`config.mk`:
```
export PLATFORM = sky130hd
export DESIGN_NAME = cb_dispatch
export DESIGN_NICKNAME = d
export VERILOG_FILES = /design/src/rtl/cb_dispatch.sv
export SDC_FILE = /design/constraint.sdc
export NUM_CORES = 1
export LEC_CHECK = 0
export ABC_AREA = 0
export CORE_MARGIN = 2
export CORE_UTILIZATION = 48
export DETAILED_ROUTE_END_ITERATION = 10
export MAX_ROUTING_LAYER = met4
export PLACE_DENSITY = 0.87
export RECOVER_POWER = 50
export REMOVE_ABC_BUFFERS = 1
export SYNTH_ARGS = -nofsm -noshare
export SYNTH_HDL_FRONTEND = slang
export SYNTH_SLANG_ARGS = --single-unit
```
`constraint.sdc`:
```
create_clock -name clk -period 8.05 [get_ports clk]
set_input_delay 1.61 -clock clk [delete_from_list [all_inputs] [get_ports clk]]
set_output_delay 1.61 -clock clk [all_outputs]
set_load 0.005 [all_outputs]
```
`src/rtl/cb_dispatch.sv`:
```
// cb_dispatch: code-block dispatcher between the segmentation byte stream and
// NUM_LANES turbo-encoder input buffers.
//
// Each code block that starts on an in_start byte is assigned to one ready lane.
// The lane is chosen round-robin from rr_ptr. A byte counter marks the last byte
// of the block. Every accepted byte is written to the lanes one cycle later.
//
// Ports
//   clk, reset          clock and synchronous active-high reset
//   in_valid/in_start/in_size/in_data/in_crc/in_filling
//                       upstream byte and its flags
//   in_stall            combinational back-pressure; upstream holds its byte
//   cfg_k0_bytes/cfg_k1_bytes
//                       block lengths in bytes, selected by in_size on the start byte
//   lane_ready          per-lane "can take a whole block", looked at only at grant
//   lane_wr             one-hot registered write strobe
//   lane_data/lane_size/lane_start/lane_last/lane_crc/lane_filling
//                       shared registered write payload
//   lane_abort          one-cycle discard pulse for the lane holding a cut-short block
//   err_proto           sticky protocol error, cleared by reset only
//   blk_count           completed blocks, wraps at 65535

// Per-lane strobe register. It turns the combinational select into the
// registered lane_wr and lane_abort bits.
module cb_dispatch_lane (
  input  logic clk,
  input  logic reset,
  input  logic wr_sel,
  input  logic abort_sel,
  output logic wr,
  output logic abort
);
  always_ff @(posedge clk) begin
    if (reset) begin
      wr    <= 1'b0;
      abort <= 1'b0;
    end else begin
      wr    <= wr_sel;
      abort <= abort_sel;
    end
  end
endmodule

module cb_dispatch #(
  parameter int NUM_LANES = 2,
  parameter int CNT_W     = 10
) (
  input  logic                 clk,
  input  logic                 reset,
  input  logic                 in_valid,
  input  logic                 in_start,
  input  logic                 in_size,
  input  logic [7:0]           in_data,
  input  logic                 in_crc,
  input  logic                 in_filling,
  output logic                 in_stall,
  input  logic [CNT_W-1:0]     cfg_k0_bytes,
  input  logic [CNT_W-1:0]     cfg_k1_bytes,
  input  logic [NUM_LANES-1:0] lane_ready,
  output logic [NUM_LANES-1:0] lane_wr,
  output logic [7:0]           lane_data,
  output logic                 lane_size,
  output logic                 lane_start,
  output logic                 lane_last,
  output logic                 lane_crc,
  output logic                 lane_filling,
  output logic [NUM_LANES-1:0] lane_abort,
  output logic                 err_proto,
  output logic [15:0]          blk_count
);
  localparam int PTR_W = $clog2(NUM_LANES);

  typedef enum logic {IDLE, XFER} state_t;

  typedef struct packed {
    logic [7:0] data;
    logic       size;
    logic       start;
    logic       last;
    logic       crc;
    logic       filling;
  } beat_t;

  state_t              state;
  logic [PTR_W-1:0]    rr_ptr;
  logic [PTR_W-1:0]    grant;
  logic [CNT_W-1:0]    count;
  logic                blk_size;
  beat_t               beat;

  logic                accept;
  logic                do_write;
  logic                do_abort;
  logic [PTR_W-1:0]    scan_idx;
  logic [PTR_W-1:0]    wr_lane;
  logic [CNT_W-1:0]    len_sel;
  logic                len_zero;
  logic                len_le1;
  logic [NUM_LANES-1:0] sel_wr;
  logic [NUM_LANES-1:0] sel_abort;

  // In IDLE a start byte waits only when no lane is ready. In XFER any start
  // byte waits: it is cut short here and granted again from IDLE.
  always_comb begin
    in_stall = in_valid && in_start && ((state == XFER) || (lane_ready == '0));
  end

  assign accept   = in_valid && !in_stall;
  assign do_write = accept && ((state == XFER) || in_start);
  assign do_abort = (state == XFER) && in_valid && in_start;

  assign len_sel  = in_size ? cfg_k1_bytes : cfg_k0_bytes;
  assign len_zero = (len_sel == '0);
  // A zero length is handled as a one-byte block.
  assign len_le1  = len_zero || (len_sel == CNT_W'(1));

  // Pick the first ready lane at or above rr_ptr, wrapping around.
  always_comb begin
    logic           hit;
    logic [PTR_W:0] idx;
    hit      = 1'b0;
    idx      = '0;
    scan_idx = '0;
    for (int k = 0; k < NUM_LANES; k++) begin
      idx = {1'b0, rr_ptr} + (PTR_W+1)'(k);
      if (idx >= (PTR_W+1)'(NUM_LANES)) idx = idx - (PTR_W+1)'(NUM_LANES);
      if (!hit && lane_ready[idx[PTR_W-1:0]]) begin
        hit      = 1'b1;
        scan_idx = idx[PTR_W-1:0];
      end
    end
  end

  assign wr_lane = (state == IDLE) ? scan_idx : grant;

  for (genvar i = 0; i < NUM_LANES; i++) begin : g_sel
    assign sel_wr[i]    = do_write && (wr_lane == PTR_W'(i));
    assign sel_abort[i] = do_abort && (grant == PTR_W'(i));
  end

  cb_dispatch_lane u_lane [NUM_LANES-1:0] (
    .clk       (clk),
    .reset     (reset),
    .wr_sel    (sel_wr),
    .abort_sel (sel_abort),
    .wr        (lane_wr),
    .abort     (lane_abort)
  );

  always_ff @(posedge clk) begin
    if (reset) begin
      state     <= IDLE;
      rr_ptr    <= '0;
      grant     <= '0;
      count     <= '0;
      blk_size  <= 1'b0;
      beat      <= '0;
      err_proto <= 1'b0;
      blk_count <= '0;
    end else begin
      // The payload is zero on cycles with no write.
      beat <= '0;
      case (state)
        IDLE: begin
          if (accept) begin
            if (in_start) begin
              grant    <= scan_idx;
              rr_ptr   <= (scan_idx == PTR_W'(NUM_LANES-1)) ? '0 : scan_idx + 1'b1;
              blk_size <= in_size;
              beat     <= '{data: in_data, size: in_size, start: 1'b1, last: len_le1,
                            crc: in_crc, filling: in_filling};
              if (len_zero) err_proto <= 1'b1;
              if (len_le1) begin
                count     <= '0;
                blk_count <= blk_count + 16'd1;
              end else begin
                count <= len_sel - 1'b1;
                state <= XFER;
              end
            end else begin
              // A stray body byte with no block open is dropped.
              err_proto <= 1'b1;
            end
          end
        end
        XFER: begin
          if (do_abort) begin
            err_proto <= 1'b1;
            state     <= IDLE;
          end else if (accept) begin
            beat  <= '{data: in_data, size: blk_size, start: 1'b0, last: (count == CNT_W'(1)),
                       crc: in_crc, filling: in_filling};
            count <= count - 1'b1;
            if (count == CNT_W'(1)) begin
              state     <= IDLE;
              blk_count <= blk_count + 16'd1;
            end
          end
        end
        default: state <= IDLE;
      endcase
    end
  end

  assign lane_data    = beat.data;
  assign lane_size    = beat.size;
  assign lane_start   = beat.start;
  assign lane_last    = beat.last;
  assign lane_crc     = beat.crc;
  assign lane_filling = beat.filling;
endmodule

```
==> reports/metrics.cfg <==
[logic_synthesis]
synthAdderAreaFrac_pct = 2.51
synth_chip_area_mm2 = 0.00249
top_area_share_pct = 38.5
yosys_warnings = 0
synth-edff-count = 0
ys_seq_share_pct = 38.5
yosys.area_share.aoi_pct = 19.7
async_flop_share_pct = 0
syn_area_mm2 = 0.00249

[worst_hold_path]
hold_path.startpoint = blk_size

[global_routing]
met1_usage_pct = 26.2
grt_use_met2_pct = 37.0
grt_pass1_wl_um = 10200
grt_busiest_layer = met2

[worst_setup_path]
slowest_delay_ps = 1100
cp_cell_sequence = dlygate4sd3_1, or3b_1, a222oi_1, a31oi_2, or4_1, a21oi_1

[timing]
rsz0062_at_grt = false
fin_crit_sh_pct = 62.4
min_period_ps = 5020
skew_ps = 12.9
worst_pin_slew_ps = 1150
maxSlewHeadroom_pct = 22.9

[final_layout]
final-comb-area_mm2 = 0.00142
synthToLayoutAreaGrowth_pct = 32.9
comb_cells = 221
layout_top_cells = 48 x dfxtp_1, 37 x dlygate4sd3_1, 34 x clkdlybuf4s50_1
comb_share_pct = 42.7
seq_area_um2 = 961

[job]
warnings = 27

[pwr]
p_int_uw = 359
power_frac_seq_pct = 51.9

[die]
die_w_um = 76.1

[placed_design]
placed_area_mm2 = 0.00323

[status]
status = finished clean

[routing]
wl_met3_um = 380

metal_density.png
15 x 15 tiles, from black (low) to pale yellow (high), scaled to the fullest tile. Values are wire area over tile area, all layers added.
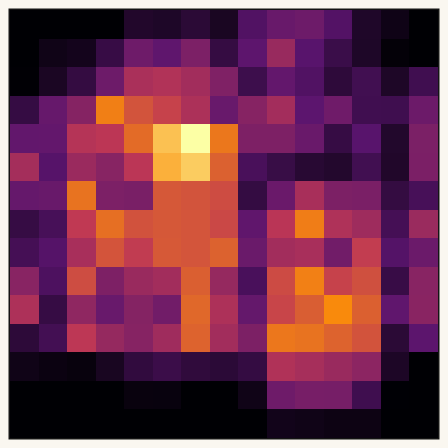
The fullest tile reaches 0.56. 19% of the tiles are over half the peak. The emptiest ninth of the die: bottom left. The densest ninth of the die: middle.
WL per Instance: 13.9 um
GRT Total Usage: 21.8%
WL final: 5940 um

io_fan.png
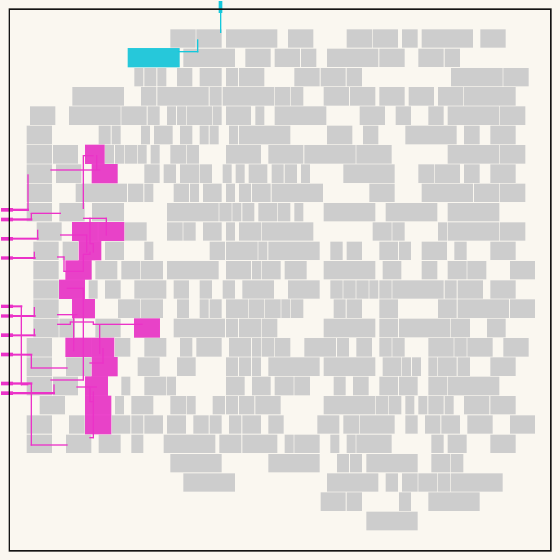
Magenta shows cfg_k1_bytes, bits 10, direction input, end cells 15, buffers 10, wire 181 um. Cyan shows lane_start, bits 1, direction output, end cells 1, buffers 1, wire 7.30 um.
# IOs: 72
I/O Buffers: 71

placement.png
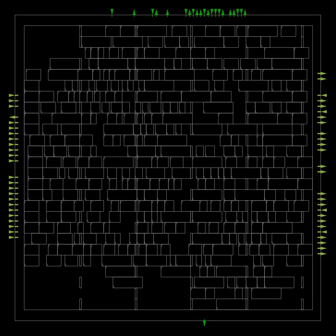
fillers: 448
Core Area: 0.00507 mm^2

layer_met3.png
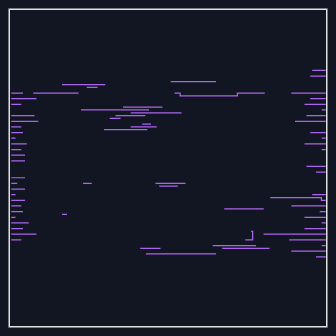
The longest straight run is 16.6 um. The layer carries 380 um of wire. 69 nets have wire on it.
met3 usage: 4.74%
Vias: 2425

flops_by_reg.png
Other sequential cells in the stronger gray, the rest of the logic in the fainter gray.
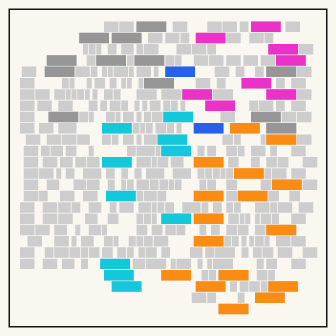
Orange shows blk_count, sequential cells 16. Blue shows u_lane.wr, sequential cells 2. Magenta shows lane_data, sequential cells 8, where top right. Cyan shows count, sequential cells 10.
flop share of the area: 29.0%
Final Util: 65.4%
sequential power: 253 uW

Power is estimated from default activity; no workload was simulated.
